==> src/rtl/vend_ctrl_multi.sv <==
// Parametrised N-item vending controller: synchronised coin/button edges are latched
// until the next event tick, where a single prioritised event updates credit/selection.
module vend_ctrl_multi #(
    parameter int                         N_ITEMS    = 5,
    parameter int                         PRICE_W    = 5,
    parameter logic [N_ITEMS*PRICE_W-1:0] PRICES     = {5'd8, 5'd10, 5'd6, 5'd5, 5'd7},
    parameter int                         CREDIT_W   = 7,
    parameter int                         CREDIT_MAX = 99,
    parameter logic [27:0]                COIN_VALS  = {7'd20, 7'd10, 7'd5, 7'd1},
    parameter int                         TICK_DIV   = 10000
) (
    input  logic                       clk,
    input  logic                       rst,
    input  logic [3:0]                 coin,
    input  logic                       btn_l,
    input  logic                       btn_r,
    input  logic                       btn_c,
    input  logic                       btn_ret,
    output logic [$clog2(N_ITEMS)-1:0] sel_idx,
    output logic [PRICE_W-1:0]         sel_price,
    output logic [CREDIT_W-1:0]        credit,
    output logic [N_ITEMS-1:0]         avail,
    output logic                       vend_valid,
    output logic [$clog2(N_ITEMS)-1:0] vend_idx,
    output logic                       deny,
    output logic                       coin_rej,
    output logic                       chg_valid,
    output logic [CREDIT_W-1:0]        chg_amt
);

    localparam int                IDX_W        = $clog2(N_ITEMS);
    localparam int                CNT_W        = (TICK_DIV > 1) ? $clog2(TICK_DIV) : 1;
    localparam logic [CNT_W-1:0]  TICK_LAST    = CNT_W'(TICK_DIV - 1);
    localparam logic [IDX_W-1:0]  IDX_LAST     = IDX_W'(N_ITEMS - 1);
    localparam logic [CREDIT_W:0] CREDIT_LIMIT = (CREDIT_W + 1)'(CREDIT_MAX);

    // Event bit order: [3:0] coins, [4] left, [5] right, [6] buy, [7] return
    logic [7:0]          raw_in;
    logic [7:0]          sync1_q, sync1_d, sync2_q, sync2_d, sync3_q, sync3_d;
    logic [7:0]          flag_q, flag_d;
    logic [7:0]          pend;
    logic [CNT_W-1:0]    cnt_q, cnt_d;
    logic                tick;
    logic [IDX_W-1:0]    sel_idx_q, sel_idx_d;
    logic [CREDIT_W-1:0] credit_q, credit_d;
    logic [N_ITEMS-1:0]  avail_q, avail_d;
    logic                vend_valid_q, vend_valid_d;
    logic [IDX_W-1:0]    vend_idx_q, vend_idx_d;
    logic                deny_q, deny_d;
    logic                coin_rej_q, coin_rej_d;
    logic                chg_valid_q, chg_valid_d;
    logic [CREDIT_W-1:0] chg_amt_q, chg_amt_d;
    logic                coin_hit;
    logic [CREDIT_W:0]   coin_val;
    logic [CREDIT_W:0]   coin_sum;
    logic [PRICE_W-1:0]  price_sel;
    logic [CREDIT_W-1:0] price_ext;

    assign raw_in = {btn_ret, btn_c, btn_r, btn_l, coin};

    always_comb begin
        sync1_d      = raw_in;
        sync2_d      = sync1_q;
        sync3_d      = sync2_q;
        // A flag raised in the same cycle as a tick is consumed by that tick
        pend         = flag_q | (sync2_q & ~sync3_q);
        tick         = (cnt_q == TICK_LAST);
        cnt_d        = tick ? '0 : cnt_q + CNT_W'(1);
        flag_d       = tick ? '0 : pend;
        credit_d     = credit_q;
        sel_idx_d    = sel_idx_q;
        vend_valid_d = 1'b0;
        vend_idx_d   = '0;
        deny_d       = 1'b0;
        coin_rej_d   = 1'b0;
        chg_valid_d  = 1'b0;
        chg_amt_d    = '0;
        avail_d      = '0;

        price_sel = PRICES[sel_idx_q*PRICE_W +: PRICE_W];
        price_ext = CREDIT_W'(price_sel);

        // Scan downward so the lowest-index pending coin is the one kept
        coin_hit = 1'b0;
        coin_val = '0;
        for (int k = 3; k >= 0; k--) begin
            if (pend[k]) begin
                coin_hit = 1'b1;
                coin_val = (CREDIT_W + 1)'(COIN_VALS[k*7 +: 7]);
            end
        end
        coin_sum = {1'b0, credit_q} + coin_val;

        for (int i = 0; i < N_ITEMS; i++) begin
            avail_d[i] = (credit_q >= CREDIT_W'(PRICES[i*PRICE_W +: PRICE_W]));
        end

        if (tick) begin
            if (pend[7]) begin
                if (credit_q != '0) begin
                    chg_valid_d = 1'b1;
                    chg_amt_d   = credit_q;
                    credit_d    = '0;
                end
            end else if (pend[6]) begin
                if (credit_q >= price_ext) begin
                    vend_valid_d = 1'b1;
                    vend_idx_d   = sel_idx_q;
                    credit_d     = credit_q - price_ext;
                end else begin
                    deny_d = 1'b1;
                end
            end else if (coin_hit) begin
                if (coin_sum <= CREDIT_LIMIT) begin
                    credit_d = coin_sum[CREDIT_W-1:0];
                end else begin
                    coin_rej_d = 1'b1;
                end
            end else if (pend[4] && !pend[5]) begin
                sel_idx_d = (sel_idx_q == '0) ? IDX_LAST : sel_idx_q - IDX_W'(1);
            end else if (pend[5] && !pend[4]) begin
                sel_idx_d = (sel_idx_q == IDX_LAST) ? '0 : sel_idx_q + IDX_W'(1);
            end
        end
    end

    always_ff @(posedge clk or negedge rst) begin
        if (!rst) begin
            sync1_q      <= '0;
            sync2_q      <= '0;
            sync3_q      <= '0;
            flag_q       <= '0;
            cnt_q        <= '0;
            sel_idx_q    <= '0;
            credit_q     <= '0;
            avail_q      <= '0;
            vend_valid_q <= 1'b0;
            vend_idx_q   <= '0;
            deny_q       <= 1'b0;
            coin_rej_q   <= 1'b0;
            chg_valid_q  <= 1'b0;
            chg_amt_q    <= '0;
        end else begin
            sync1_q      <= sync1_d;
            sync2_q      <= sync2_d;
            sync3_q      <= sync3_d;
            flag_q       <= flag_d;
            cnt_q        <= cnt_d;
            sel_idx_q    <= sel_idx_d;
            credit_q     <= credit_d;
            avail_q      <= avail_d;
            vend_valid_q <= vend_valid_d;
            vend_idx_q   <= vend_idx_d;
            deny_q       <= deny_d;
            coin_rej_q   <= coin_rej_d;
            chg_valid_q  <= chg_valid_d;
            chg_amt_q    <= chg_amt_d;
        end
    end

    assign sel_idx    = sel_idx_q;
    assign sel_price  = price_sel;
    assign credit     = credit_q;
    assign avail      = avail_q;
    assign vend_valid = vend_valid_q;
    assign vend_idx   = vend_idx_q;
    assign deny       = deny_q;
    assign coin_rej   = coin_rej_q;
    assign chg_valid  = chg_valid_q;
    assign chg_amt    = chg_amt_q;

endmodule

==> config.mk <==
export PLATFORM = sky130hd
export DESIGN_NAME = vend_ctrl_multi
export DESIGN_NICKNAME = d
export VERILOG_FILES = /design/src/rtl/vend_ctrl_multi.sv
export SDC_FILE = /design/constraint.sdc
export NUM_CORES = 1
export LEC_CHECK = 0
export CORE_MARGIN = 2
export CORE_UTILIZATION = 55
export DETAILED_ROUTE_END_ITERATION = 10
export GPL_ROUTABILITY_DRIVEN = 0
export HOLD_SLACK_MARGIN = 0.06
export PLACE_DENSITY = 0.79
export SLEW_MARGIN = 20
export SYNTH_ARGS = -nofsm -noshare
export SYNTH_HDL_FRONTEND = slang
export SYNTH_SLANG_ARGS = --single-unit
==> constraint.sdc <==
create_clock -name clk -period 3.35 [get_ports clk]
set_input_delay 1.005 -clock clk [delete_from_list [all_inputs] [get_ports clk]]
set_output_delay 1.005 -clock clk [all_outputs]
set_load 0.01 [all_outputs]
==> metrics.log, run 1 <==
[report] extracting results
[metrics] xor+xnor area frac: 3.50%
[metrics] Biggest Area Class: flip-flops and latches
[metrics] Main logic family: simple AND/OR/NAND/NOR gates
[metrics] number of distinct library cells after synthesis: 53
[metrics] clock buffer count: 12
[metrics] area of the chip: 0.00703 sq mm
[metrics] Inverters, non-clock: 20
[metrics] combinational fraction of the cell area: 35.4%
[metrics] share of Yosys cell area claimed by the top area cell type: 53.5%
[metrics] global-route total usage across every layer: 20.8%
[metrics] average routed wire per standard cell: 14.8 microns
[metrics] OpenROAD warning count: 29
[metrics] ANT cells: 0
[metrics] signal arrival time at the worst endpoint: 3.37 ns
[metrics] Synth Register Bits: 75
[metrics] startpoint type of the worst setup path: flip-flop
[metrics] layout cell share with drive strength beyond 1: 9.37%
[metrics] post-detail-place hpwl: 4830 microns
[metrics] number of hold violations in the final report: 0
[metrics] total via count after detailed routing: 2652
[metrics] post-route design area: 0.00430 sq mm
[metrics] number of detailed-route iterations in the first pass: 5
[metrics] worst-path fanout max: 10
[metrics] setup slack, reg-to-reg: 0.23 ns
[metrics] Complex Gates by Area: 12.7%
[metrics] number of buffers inserted by port buffering: 42
[metrics] Sw Share: 19.5%
[metrics] setup TNS after final layout: 0 ns
[metrics] total of max-cap violations: 0
[metrics] clock edge transition at the registers on the reported setup and hold paths: 0.07 ns
[metrics] total power density per cell area: 401 mW/mm^2
[metrics] Achievable Freq: 321 MHz
[metrics] cell area after placement: 0.00405 sq mm
[metrics] CP cell instances: nor2b_1, or2_2, o21ai_0, and3_1, ha_1, a21oi_1, nor3_1, a41o_1, nor3_1, o32ai_4, o31ai_1, buf_4, o21ai_1, o31ai_1
[metrics] end of the critical path: credit[4]
[metrics] Overflow after GRT: 0
[metrics] Max stage delay on crit path: 0.37 ns
[metrics] non-clock buffer contribution to total cell area: 11.6%
[metrics] hold path start: sync1_q[1]
[metrics] largest cells by area after synthesis: sky130_fd_sc_hd__dfrtp_1, sky130_fd_sc_hd__ha_1, sky130_fd_sc_hd__nor2_1
[metrics] Multi-input comb cells: 231
[metrics] fin crit share: 93.1%
[metrics] buffers inserted by post-CTS timing repair: 0
[metrics] DR iter-0 viols: 233
[metrics] most frequent cells after synthesis: sky130_fd_sc_hd__dfrtp_1, sky130_fd_sc_hd__nor2_1, sky130_fd_sc_hd__nand2_1, sky130_fd_sc_hd__inv_1, sky130_fd_sc_hd__o21ai_0
[metrics] overall power after layout: 1.73 mW
[metrics] number of cells in the design after placement: 456
[metrics] number of fillers in the final layout: 464
[metrics] Hold Path Sink: sync2_q[1]
[metrics] async set-or-reset flop fraction in the synthesized netlist: 100%
[metrics] TritonCTS clock tree: done
[metrics] CTS HTree Levels: 3
[metrics] power of the sequential group: 924 uW
[metrics] total I/O pin count: 44
[metrics] number of warnings reported in the yosys synthesis log: 0
[metrics] library cell with the highest instance count after synthesis: sky130_fd_sc_hd__dfrtp_1
[metrics] top power consumer group: registers
[metrics] LEAKAGE: 1.99 nW
[metrics] final cell count without fillers: 472
[metrics] result of the run: finished, final reports clean
[metrics] floorplan net count: 365
[metrics] first-pass GRT wire length: 11600 microns
[metrics] area taken by flip-flops and latches: 0.00188 sq mm
[metrics] Internal Power: 1.39 mW
[metrics] worst vdd rail ir drop: 0.000388 V
[metrics] root cell of the clock tree: sky130_fd_sc_hd__clkbuf_8
[metrics] yosys synthesis chip area: 0.00351 sq mm
[metrics] detailed-route vias per instance: 5.62
[metrics] final setup violation count: 0
[metrics] number of global-route vias before repair: 2461
[metrics] Worst Setup SP: sync2_q[2]
[metrics] number of instances in the synthesized netlist: 338
[metrics] proportion of synthesized chip area in sequential cells: 53.5%
[metrics] maximum number of buffers from clock root to sink: 2
-- run 1: per-layer routing --
metal | track usage, % | up-vias | part of all wire (%)
met5 | 0 | - | 0
met4 | 8.36 | 0 | 1.7
met3 | 4.55 | 10 | 6.5
met2 | 30.3 | 99 | 46
met1 | 30.4 | 1253 | 46
li1 | - | 1290 | -
-- run 1: critical path: cells and delay by family, from the launching register on --
family,cells,cell delay (ns)
AND/OR/NAND/NOR,5,0.96
flip-flops,1,0.37
adder cells (fa/ha/maj),1,0.29
AND-OR/OR-AND,7,1.19
buffers and inverters,1,0.22
-- run 1: state kept, by name, indices dropped and copies added (netlist names) --
register,cells
chg_valid,1
sel_idx,3
sync2_q,8
coin_rej,1
sync1_q,8
vend_valid,1
deny,1
sync3_q,8
vend_idx,3
cnt_q,14
credit,7
flag_q,8
chg_amt,7
avail,5
Fig. 1: run 1, gate-type map
Drawn at 6 px/micron.
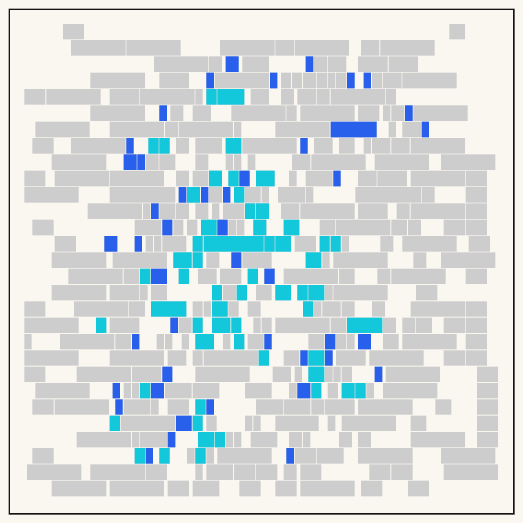
inverting AOI/OAI gates -> cyan  # cells 57, most used o21ai_0
NOR gates -> blue  # cells 45, most used nor2_1

Fig. 2: run 1, sequential cells colored by netlist name
Drawn at 4 px/micron. Other sequential cells in the stronger gray, the rest of the logic in the fainter gray.
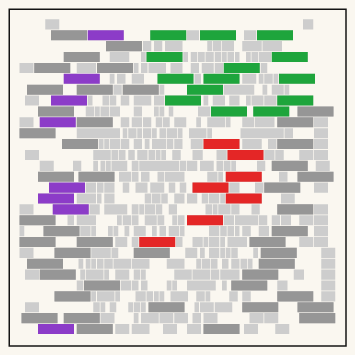
credit -> red  # flops 7
cnt_q -> green  # flops 14
sync2_q -> purple  # flops 8

Fig. 3: run 1, cell density map
Drawn at 3 px/micron. The die is cut into 8 by 8 equal tiles; dark purple is low, yellow is high, 0 to 100% covered.
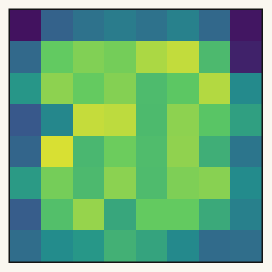
tiles over 75% full = 34%
mean over tiles = 60%
densest ninth of the die = center
fullest tile = 94%
Init Core Util: 56.2%
Core Util, Final: 68.9%
core box area: 0.00624 sq mm

Fig. 4: run 1, clock routing
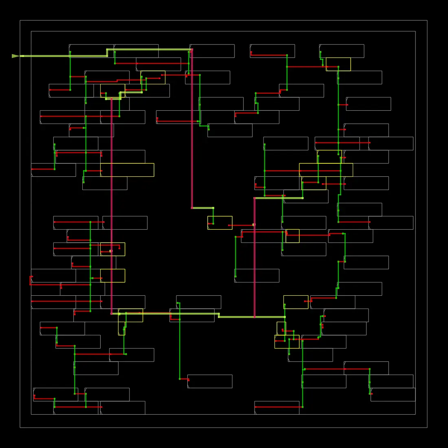
clk pwr: 771 uW
worst clock skew: 0.00650 ns

Fig. 5: run 1, I/O nets highlighted
Drawn at 4 px/micron.
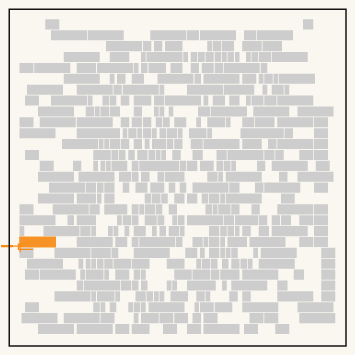

## Run 2: what changed since run 1
--- a/config.mk
+++ b/config.mk
@@ -5,6 +5,7 @@
 export SDC_FILE = /design/constraint.sdc
 export NUM_CORES = 1
 export LEC_CHECK = 0
+export ABC_AREA = 1
 export CORE_MARGIN = 2
 export CORE_UTILIZATION = 55
 export DETAILED_ROUTE_END_ITERATION = 10
Fig. 6: run 2, I/O nets highlighted
Drawn at 4 px/micron.
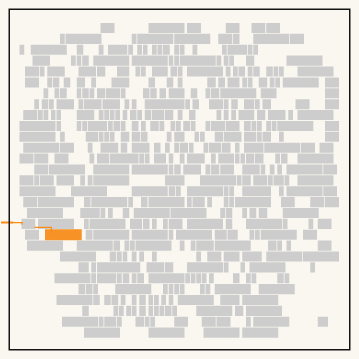
btn_c -> orange  # bits 1, direction input, edge left, end cells 1, buffers 1, wire 8.50 microns

==> metrics.log, run 2 <==
[report] extracting results
[metrics] startpoint type of the worst setup path: flip-flop
[metrics] proportion of synthesized chip area in sequential cells: 52.3% (-1.2 points)
[metrics] number of detailed-route iterations in the first pass: 4 (-1)
[metrics] total of max-cap violations: 0 (unchanged)
[metrics] Init Core Util: 56.8% (+0.62 points)
[metrics] total via count after detailed routing: 2690 (+1.4%)
[metrics] worst clock skew: 0.0118 ns (+0.00528 ns)
[metrics] Inverters, non-clock: 84 (+320%)
[metrics] core box area: 0.00631 sq mm (+1.2%)
[metrics] share of Yosys cell area claimed by the top area cell type: 52.3% (-1.2 points)
[metrics] Max stage delay on crit path: 0.47 ns (+0.10 ns)
[metrics] LEAKAGE: 2.22 nW (+12%)
[metrics] clock buffer count: 10 (-2)
[metrics] number of global-route vias before repair: 2749 (+12%)
[metrics] TritonCTS clock tree: done
[metrics] Achievable Freq: 337 MHz (+5.1%)
[metrics] area taken by flip-flops and latches: 0.00188 sq mm (unchanged)
[metrics] number of fillers in the final layout: 524 (+13%)
[metrics] CTS HTree Levels: 3 (unchanged)
[metrics] family of cells with the greatest summed delay on the critical path: buffers and inverters
[metrics] signal arrival time at the worst endpoint: 1.96 ns (-1.41 ns)
[metrics] result of the run: finished, final reports clean
[metrics] power of the sequential group: 924 uW (about the same)
[metrics] ANT cells: 0 (unchanged)
[metrics] CP cell instances: inv_1, ha_1, nand2_1, inv_1, a21oi_1, inv_1, clkdlybuf4s50_1
[metrics] setup TNS after final layout: 0 ns (unchanged)
[metrics] highest metal used: met4
[metrics] hold path start: sync1_q[1]
[metrics] most frequent cells after synthesis: sky130_fd_sc_hd__inv_1, sky130_fd_sc_hd__dfrtp_1, sky130_fd_sc_hd__nand2_1, sky130_fd_sc_hd__nor2_1
[metrics] largest cells by area after synthesis: sky130_fd_sc_hd__dfrtp_1, sky130_fd_sc_hd__inv_1, sky130_fd_sc_hd__nand2_1
[metrics] number of cells in the design after placement: 513 (+13%)
[metrics] clock edge transition at the registers on the reported setup and hold paths: 0.08 ns (about the same)
[metrics] top power consumer group: registers
[metrics] buffers inserted by post-CTS timing repair: 0 (unchanged)
[metrics] wire length on met3: 320 microns (-29%)
[metrics] post-detail-place hpwl: 5160 microns (+7.0%)
[metrics] first-pass GRT wire length: 12500 microns (+8.6%)
[metrics] floorplan net count: 424 (+16%)
[metrics] met1 wire length: 3200 microns (-0.19%)
[metrics] Hold Path Sink: sync2_q[1]
[metrics] fin crit share: 88.6% (-4.5 points)
[metrics] maximum number of buffers from clock root to sink: 2 (unchanged)
[metrics] total I/O pin count: 44 (unchanged)
[metrics] worst vdd rail ir drop: 0.000291 V (-25%)
[metrics] Main logic family: simple AND/OR/NAND/NOR gates
[metrics] detailed-route vias per instance: 5.09 (-9.5%)
[metrics] worst-path fanout max: 5 (-5)
[metrics] area of the chip: 0.00718 sq mm (+2.2%)
[metrics] post-route design area: 0.00428 sq mm (-0.49%)
[metrics] cell area after placement: 0.00408 sq mm (+0.77%)
[metrics] Overflow after GRT: 0 (unchanged)
[metrics] library cell with the highest instance count after synthesis: sky130_fd_sc_hd__inv_1
Fig. 7: run 2, gate-type map
Drawn at 6 px/micron.
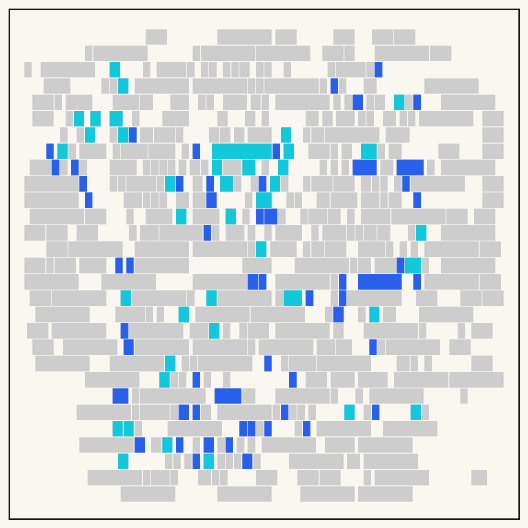
NOR gates -> blue  # cells 56, most used nor2_1
inverting AOI/OAI gates -> cyan  # cells 40, most used o21ai_0

==> run 2: cell types whose count changed in the layout (fill, tap and decap cells not counted), sizes merged, moves of 7 or more <==
| cell | before | now |
|---|---|---|
| nand2 | 27 | 84 |
| and3 | 12 | 0 |
| nand3 | 16 | 23 |
| and2 | 9 | 0 |
| nor2 | 29 | 44 |
| buf | 12 | 1 |
| inv | 20 | 85 |
==> run 2: through the flow <==
stage	total power, mW	hold slack, ns	util [%]
after floorplan	0.946	0.331	-
after global placement	0.973	0.333	64.6
after CTS	1.67	0.356	67.8
after detailed placement	0.975	0.337	64.6
after global routing	1.72	0.365	67.8
final	1.66	0.353	67.8
==> run 2: metal layers <==
metal	global-route usage, %	up-vias
met5	0	-
met4	9.81	0
met3	6.59	14
met2	36.4	55
met1	28.2	1300
li1	-	1321
No activity file was given, so power comes from the tool's default toggle rates.
